## src/rtl/peri_bus_master_if.sv

```systemverilog
// Request/response and peripheral-bus signals of peri_bus_master.
// master is the block's view; slave is the MEM stage plus the peripheral side.
interface peri_bus_master_if;
  logic        req_i;
  logic        req_we_i;
  logic [31:0] req_addr_i;
  logic [31:0] req_wdata_i;
  logic        req_ready_o;
  logic        stall_o;
  logic        resp_valid_o;
  logic [31:0] resp_rdata_o;
  logic        resp_err_o;
  logic        peri_cre_o;
  logic        peri_cwe_o;
  logic [31:0] peri_addr_o;
  logic [31:0] peri_wdata_o;
  logic [31:0] peri_rdata_i;

  modport master (
    input  req_i, req_we_i, req_addr_i, req_wdata_i, peri_rdata_i,
    output req_ready_o, stall_o, resp_valid_o, resp_rdata_o, resp_err_o,
           peri_cre_o, peri_cwe_o, peri_addr_o, peri_wdata_o
  );

  modport slave (
    output req_i, req_we_i, req_addr_i, req_wdata_i, peri_rdata_i,
    input  req_ready_o, stall_o, resp_valid_o, resp_rdata_o, resp_err_o,
           peri_cre_o, peri_cwe_o, peri_addr_o, peri_wdata_o
  );
endinterface

```

## src/rtl/peri_bus_master.sv

```systemverilog
// Peripheral bus initiator: decodes one MEM-stage load/store, strobes the bus
// for WAIT_CYCLES+1 cycles, then returns a one-cycle response.
module peri_bus_master #(
  parameter logic [31:0] BASE_ADDR   = 32'h4000_0000,
  parameter int unsigned NUM_REGS    = 6,
  parameter int unsigned WAIT_CYCLES = 0
) (
  input logic               clk,
  input logic               rst,
  peri_bus_master_if.master bus
);

  localparam int unsigned      CNT_W    = (WAIT_CYCLES == 0) ? 1 : $clog2(WAIT_CYCLES + 1);
  localparam logic [CNT_W-1:0] CNT_LAST = CNT_W'(WAIT_CYCLES);
  // 33-bit bounds so the top of the window cannot wrap past 2^32
  localparam logic [32:0]      ADDR_LO  = {1'b0, BASE_ADDR};
  localparam logic [32:0]      ADDR_HI  = {1'b0, BASE_ADDR} + 33'(4 * NUM_REGS) - 33'd4;

  typedef enum logic [1:0] {IDLE, ACCESS, RESP} state_e;

  state_e           state_q, state_d;
  logic [CNT_W-1:0] cnt_q, cnt_d;
  logic             we_q, we_d;
  logic             cre_q, cre_d;
  logic             cwe_q, cwe_d;
  logic [31:0]      addr_q, addr_d;
  logic [31:0]      wdata_q, wdata_d;
  logic             rvalid_q, rvalid_d;
  logic [31:0]      rdata_q, rdata_d;
  logic             err_q, err_d;

  logic [32:0] req_addr_ext;
  logic        req_ok;

  assign req_addr_ext = {1'b0, bus.req_addr_i};
  assign req_ok = (req_addr_ext >= ADDR_LO) && (req_addr_ext <= ADDR_HI) &&
                  (bus.req_addr_i[1:0] == 2'b00);

  always_ff @(posedge clk or negedge rst) begin
    if (!rst) begin
      state_q  <= IDLE;
      cnt_q    <= '0;
      we_q     <= 1'b0;
      cre_q    <= 1'b0;
      cwe_q    <= 1'b0;
      addr_q   <= '0;
      wdata_q  <= '0;
      rvalid_q <= 1'b0;
      rdata_q  <= '0;
      err_q    <= 1'b0;
    end else begin
      state_q  <= state_d;
      cnt_q    <= cnt_d;
      we_q     <= we_d;
      cre_q    <= cre_d;
      cwe_q    <= cwe_d;
      addr_q   <= addr_d;
      wdata_q  <= wdata_d;
      rvalid_q <= rvalid_d;
      rdata_q  <= rdata_d;
      err_q    <= err_d;
    end
  end

  // Registered outputs are computed for the state being entered, so strobes
  // line up with ACCESS and the response with RESP.
  always_comb begin
    state_d  = state_q;
    cnt_d    = cnt_q;
    we_d     = we_q;
    cre_d    = 1'b0;
    cwe_d    = 1'b0;
    addr_d   = '0;
    wdata_d  = '0;
    rvalid_d = 1'b0;
    rdata_d  = '0;
    err_d    = 1'b0;
    case (state_q)
      IDLE: begin
        if (bus.req_i) begin
          we_d = bus.req_we_i;
          if (req_ok) begin
            state_d = ACCESS;
            cnt_d   = '0;
            addr_d  = bus.req_addr_i;
            wdata_d = bus.req_wdata_i;
            cre_d   = !bus.req_we_i;
            cwe_d   = bus.req_we_i && (CNT_LAST == '0);
          end else begin
            state_d  = RESP;
            rvalid_d = 1'b1;
            err_d    = 1'b1;
          end
        end
      end
      ACCESS: begin
        if (cnt_q == CNT_LAST) begin
          state_d  = RESP;
          cnt_d    = '0;
          rvalid_d = 1'b1;
          if (!we_q) rdata_d = bus.peri_rdata_i;
        end else begin
          cnt_d   = cnt_q + CNT_W'(1);
          addr_d  = addr_q;
          wdata_d = wdata_q;
          cre_d   = !we_q;
          cwe_d   = we_q && (cnt_d == CNT_LAST);
        end
      end
      RESP:    state_d = IDLE;
      default: state_d = IDLE;
    endcase
  end

  assign bus.req_ready_o  = (state_q == IDLE);
  assign bus.stall_o      = ((state_q == IDLE) && bus.req_i) || (state_q == ACCESS);
  assign bus.resp_valid_o = rvalid_q;
  assign bus.resp_rdata_o = rdata_q;
  assign bus.resp_err_o   = err_q;
  assign bus.peri_cre_o   = cre_q;
  assign bus.peri_cwe_o   = cwe_q;
  assign bus.peri_addr_o  = addr_q;
  assign bus.peri_wdata_o = wdata_q;

endmodule

```

## src/flat_wrapper.sv

```systemverilog
// flat-port wrapper written by rule: the top's interface ports become plain ports
module peri_bus_master_flat 
#(
  parameter logic [31:0] BASE_ADDR   = 32'h4000_0000,
  parameter int unsigned NUM_REGS    = 6,
  parameter int unsigned WAIT_CYCLES = 0
)
  (clk, rst, bus_req_i, bus_req_we_i, bus_req_addr_i, bus_req_wdata_i, bus_peri_rdata_i, bus_req_ready_o, bus_stall_o, bus_resp_valid_o, bus_resp_rdata_o, bus_resp_err_o, bus_peri_cre_o, bus_peri_cwe_o, bus_peri_addr_o, bus_peri_wdata_o);
  peri_bus_master_if bus_i ();
  input logic clk;
  input logic rst;
  input wire logic [$bits(bus_i.req_i)-1:0] bus_req_i;
  input wire logic [$bits(bus_i.req_we_i)-1:0] bus_req_we_i;
  input wire logic [$bits(bus_i.req_addr_i)-1:0] bus_req_addr_i;
  input wire logic [$bits(bus_i.req_wdata_i)-1:0] bus_req_wdata_i;
  input wire logic [$bits(bus_i.peri_rdata_i)-1:0] bus_peri_rdata_i;
  output wire logic [$bits(bus_i.req_ready_o)-1:0] bus_req_ready_o;
  output wire logic [$bits(bus_i.stall_o)-1:0] bus_stall_o;
  output wire logic [$bits(bus_i.resp_valid_o)-1:0] bus_resp_valid_o;
  output wire logic [$bits(bus_i.resp_rdata_o)-1:0] bus_resp_rdata_o;
  output wire logic [$bits(bus_i.resp_err_o)-1:0] bus_resp_err_o;
  output wire logic [$bits(bus_i.peri_cre_o)-1:0] bus_peri_cre_o;
  output wire logic [$bits(bus_i.peri_cwe_o)-1:0] bus_peri_cwe_o;
  output wire logic [$bits(bus_i.peri_addr_o)-1:0] bus_peri_addr_o;
  output wire logic [$bits(bus_i.peri_wdata_o)-1:0] bus_peri_wdata_o;
  assign bus_i.req_i = bus_req_i;
  assign bus_i.req_we_i = bus_req_we_i;
  assign bus_i.req_addr_i = bus_req_addr_i;
  assign bus_i.req_wdata_i = bus_req_wdata_i;
  assign bus_i.peri_rdata_i = bus_peri_rdata_i;
  assign bus_req_ready_o = bus_i.req_ready_o;
  assign bus_stall_o = bus_i.stall_o;
  assign bus_resp_valid_o = bus_i.resp_valid_o;
  assign bus_resp_rdata_o = bus_i.resp_rdata_o;
  assign bus_resp_err_o = bus_i.resp_err_o;
  assign bus_peri_cre_o = bus_i.peri_cre_o;
  assign bus_peri_cwe_o = bus_i.peri_cwe_o;
  assign bus_peri_addr_o = bus_i.peri_addr_o;
  assign bus_peri_wdata_o = bus_i.peri_wdata_o;
  peri_bus_master #(.BASE_ADDR(BASE_ADDR), .NUM_REGS(NUM_REGS), .WAIT_CYCLES(WAIT_CYCLES)) u_core (.clk(clk), .rst(rst), .bus(bus_i));
endmodule
```

## config.mk

```make
export PLATFORM = sky130hd
export DESIGN_NAME = peri_bus_master_flat
export DESIGN_NICKNAME = d
export VERILOG_FILES = /design/src/rtl/peri_bus_master_if.sv /design/src/rtl/peri_bus_master.sv /design/src/flat_wrapper.sv
export SDC_FILE = /design/constraint.sdc
export NUM_CORES = 1
export LEC_CHECK = 0
export CAP_MARGIN = 20
export CORE_UTILIZATION = 39
export DETAILED_ROUTE_END_ITERATION = 8
export PLACE_DENSITY = 0.85
export SYNTH_ARGS = -nofsm -noshare
export SYNTH_HDL_FRONTEND = slang
export SYNTH_SLANG_ARGS = --single-unit
```

## constraint.sdc

```tcl
create_clock -name clk -period 3.4 [get_ports clk]
set_input_delay 0.68 -clock clk [delete_from_list [all_inputs] [get_ports clk]]
set_output_delay 0.68 -clock clk [all_outputs]
set_load 0.02 [all_outputs]
```

zoom.png
Region (26, 26) to (66, 66) µm. Cells in grey, sequential cells in the stronger grey; small squares are vias.
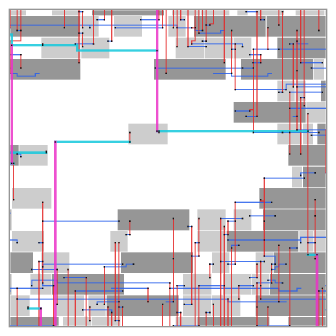
legend:
  magenta:
    layer: met4
  cyan:
    layer: met3
  red:
    layer: met2
  blue:
    layer: met1
most frequent: dfrtp_1 (19), clkdlybuf4s50_1 (14), and2_1 (10)
netlist names of flops here include: u_core.bus.peri_wdata_o (8), u_core.bus.resp_rdata_o (6), u_core.bus.peri_addr_o (5)
cells with their middle in the window: 54
sequential cells in the window: 19

met3.png
Cells faint in the background.
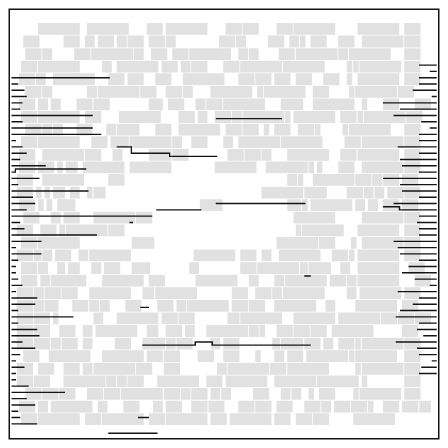
nets with wire on the layer: 109
share of all routed wire: 9.0%
wire length on this layer: 691 µm
Routed WL: 7638 µm
met3 GRT Util: 5.747%
vias: 2311

wire_density.png
The bar under the picture is 20 µm long. 18 x 18 tiles, from white (low) to dark blue (high), scaled to the fullest tile. Values are wire area over tile area, all layers added.
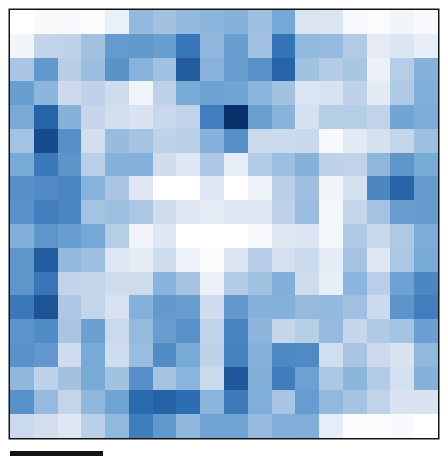
tiles over half the peak: 26%
emptiest ninth of the die: centre
fullest tile: 0.40
nearly empty tiles: 2.5%
mean over tiles: 0.15
GR Util All Layers: 19.20%
WL per Instance: 13.96 µm

clock_map.png
The bar under the picture is 20 µm long.
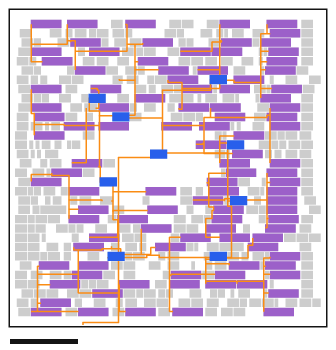
legend:
  purple:
    item: flip-flops
    count: 103
  orange:
    item: clock wires
    length: 1000 µm
  blue:
    item: cells driving clock nets
    count: 9
routed clock nets: 10
flops lie: spread over the die
Clk. pwr: 688 µW
Worst Skew: 0.009040 ns
clk ins delay skew pair: 0.36 ns
clock share of power: 31.9%

==> ci_impl_report.md <==
### Flow metrics

| Metric | Value |
|---|---|
| Status | `finished clean` |
| Largest net degree at the start of global routing | `56` |
| H-tree Lvls | `3` |
| Die area | `8553 µm²` |
| Layout cell share with drive strength beyond 1 | `5.169%` |
| Design Area, Final | `5615 µm²` |
| Fin worst setup slack | `0.7436 ns` |
| First-pass GRT wire length | `11990 µm` |
| Stages on worst setup path | `4` |
| CP top delay family | `buffers and inverters` |
| Fmax | `376.4 MHz` |
| Number of global-route vias before repair | `2472` |
| Fin crit period | `2.656 ns` |
| R2R setup slack | `1.82 ns` |
| Final std cells w/o fill | `547` |
| R2R Path Start | `u_core.state_q[0]$_DFFE_PN0P_` |
| Iter 0 DRT Violations | `54` |
| Fin crit share | `78.13%` |
| Core Density at Floorplan | `40.90%` |
| Post-route core utilization | `71.92%` |
| Die width | `92.49 µm` |
| Worst-margin pin slew | `0.6654 ns` |
| Reg2Reg Depth | `5` |
| Fin. Hold Viols | `0` |
| Setup violators final | `0` |
| Postcts setup bufs | `0` |
| Core area | `7807 µm²` |
| Max incr delay on CP | `0.63 ns` |
| GRT overflow | `0` |
| Worst Setup End Kind | `output port` |
| Die height | `92.49 µm` |
| Clk pin slew, worst setup/hold paths | `0.10 ns` |
| Worst setup path category | `in2out` |
| Post-route DRC | `0` |
| Worst min path class | `in2async` |
| Routability Congestion | `0.7182` |
| Clock tree buffer depth | `2` |
| Distinct lib cells | `17` |
| Pins Over Slew Limit | `0` |
| # resized after CTS | `0` |
| Placed cells | `531` |
| Buf/Inv on CP | `2` |
| Setup_tns | `0 ns` |
| Row count | `32` |
| Worst setup SP type | `input port` |
| Hold WS | `0.3415 ns` |
| Critical Path RT | `2.72 ns` |
| Yosys Instances | `204` |
| Initial antenna violation count | `0` |
| Root buffer cell | `clkbuf_8` |
| Place WS | `0.7483 ns` |
| Top Layout Cells | `clkdlybuf4s50_1, dfrtp_1, and2_1` |
| R2R Path End | `u_core.bus.peri_wdata_o[1]$_DFF_PN0_` |
| Most used logic cell in the final layout | `clkdlybuf4s50_1` |
| CP Cell Sequence | `clkdlybuf4s50_1, nor2_1, nor2_1, clkdlybuf4s50_1` |
| Avg Synthesized Cell Area | `15.65 µm²` |
| Crit Path Max Fanout | `3` |
| Slowest CP cell | `clkdlybuf4s50_1` |
| Ant diodes | `0` |
| # hold bufs at CTS | `0` |
| YS chip area | `3193 µm²` |
| Input/output buffers | `201` |
| P_leak | `0.002570 µW` |
| Num ports | `202` |
| Vias/cell | `4.225` |
| CTS sink cnt | `103` |
| Detailed placement HPWL | `6075 µm` |
| Mapped Cells | `204` |
| TritonCTS clock tree | `yes` |
| Synth Warn # | `0` |
| Remaining antenna violation count | `0` |
==> synth_stat cells <==
master / number / area (µm²)
dfrtp_1: 103 / 2577
and2_1: 68 / 425.4
nor4_1: 7 / 43.79
nor2_1: 5 / 18.77
clkbuf_1: 3 / 11.26
nand2_1: 3 / 11.26
a21boi_0: 2 / 15.01
buf_2: 2 / 10.01
buf_4: 2 / 15.01
nor3_1: 2 / 10.01
conb_1: 1 / 3.750
mux2_2: 1 / 11.26
nand2b_1: 1 / 6.260
nand4_1: 1 / 6.260
nand4b_1: 1 / 8.760
nor2b_1: 1 / 6.260
nor4_2: 1 / 12.51
==> metal layers <==
layer | track usage (%) | up-vias | wire length, µm
met3 | 5.747 | 11 | 690
li1 | - | 1079 | -
met4 | 7.552 | 0 | 120
met2 | 36.85 | 119 | 4430
met5 | 0 | - | 0
met1 | 19.06 | 1102 | 2397
==> layout make-up <==
class	count	area, µm²
Fill cell	574	2192
Clock buffer	9	123.9
Sequential cell	103	2577
Tap cell	102	127.6
Clock inverter	7	57.56
Multi-Input combinational cell	121	689.4
Timing Repair Buffer	205	2039
==> logic make-up after synthesis <==
family,after synthesis,share of synthesized area [%]
and+or+nand+nor,90,17.20
muxes,1,0.3526
buffers and inverters,7,1.136
DFF,103,80.72
other,1,0.1174
AOI/OAI and AO/OA,2,0.4701
==> state kept, by name, summed over array words and instances, names as in the netlist <==
signal	cells
u_core.state_q	2
u_core.bus.resp_err_o	1
u_core.bus.peri_cre_o	1
u_core.we_q	1
u_core.bus.resp_valid_o	1
u_core.bus.resp_rdata_o	32
u_core.bus.peri_addr_o	32
u_core.bus.peri_wdata_o	32
u_core.bus.peri_cwe_o	1
==> power by group <==
group	switching, µW	internal, µW	leakage [µW]
clock	412	276	0.0000930
sequential	6.39	1240	0.00137
combinational	80.6	138	0.00111
total	499	1660	0.00257
Power figures rest on the tool's default switching activity, not on a simulated workload.
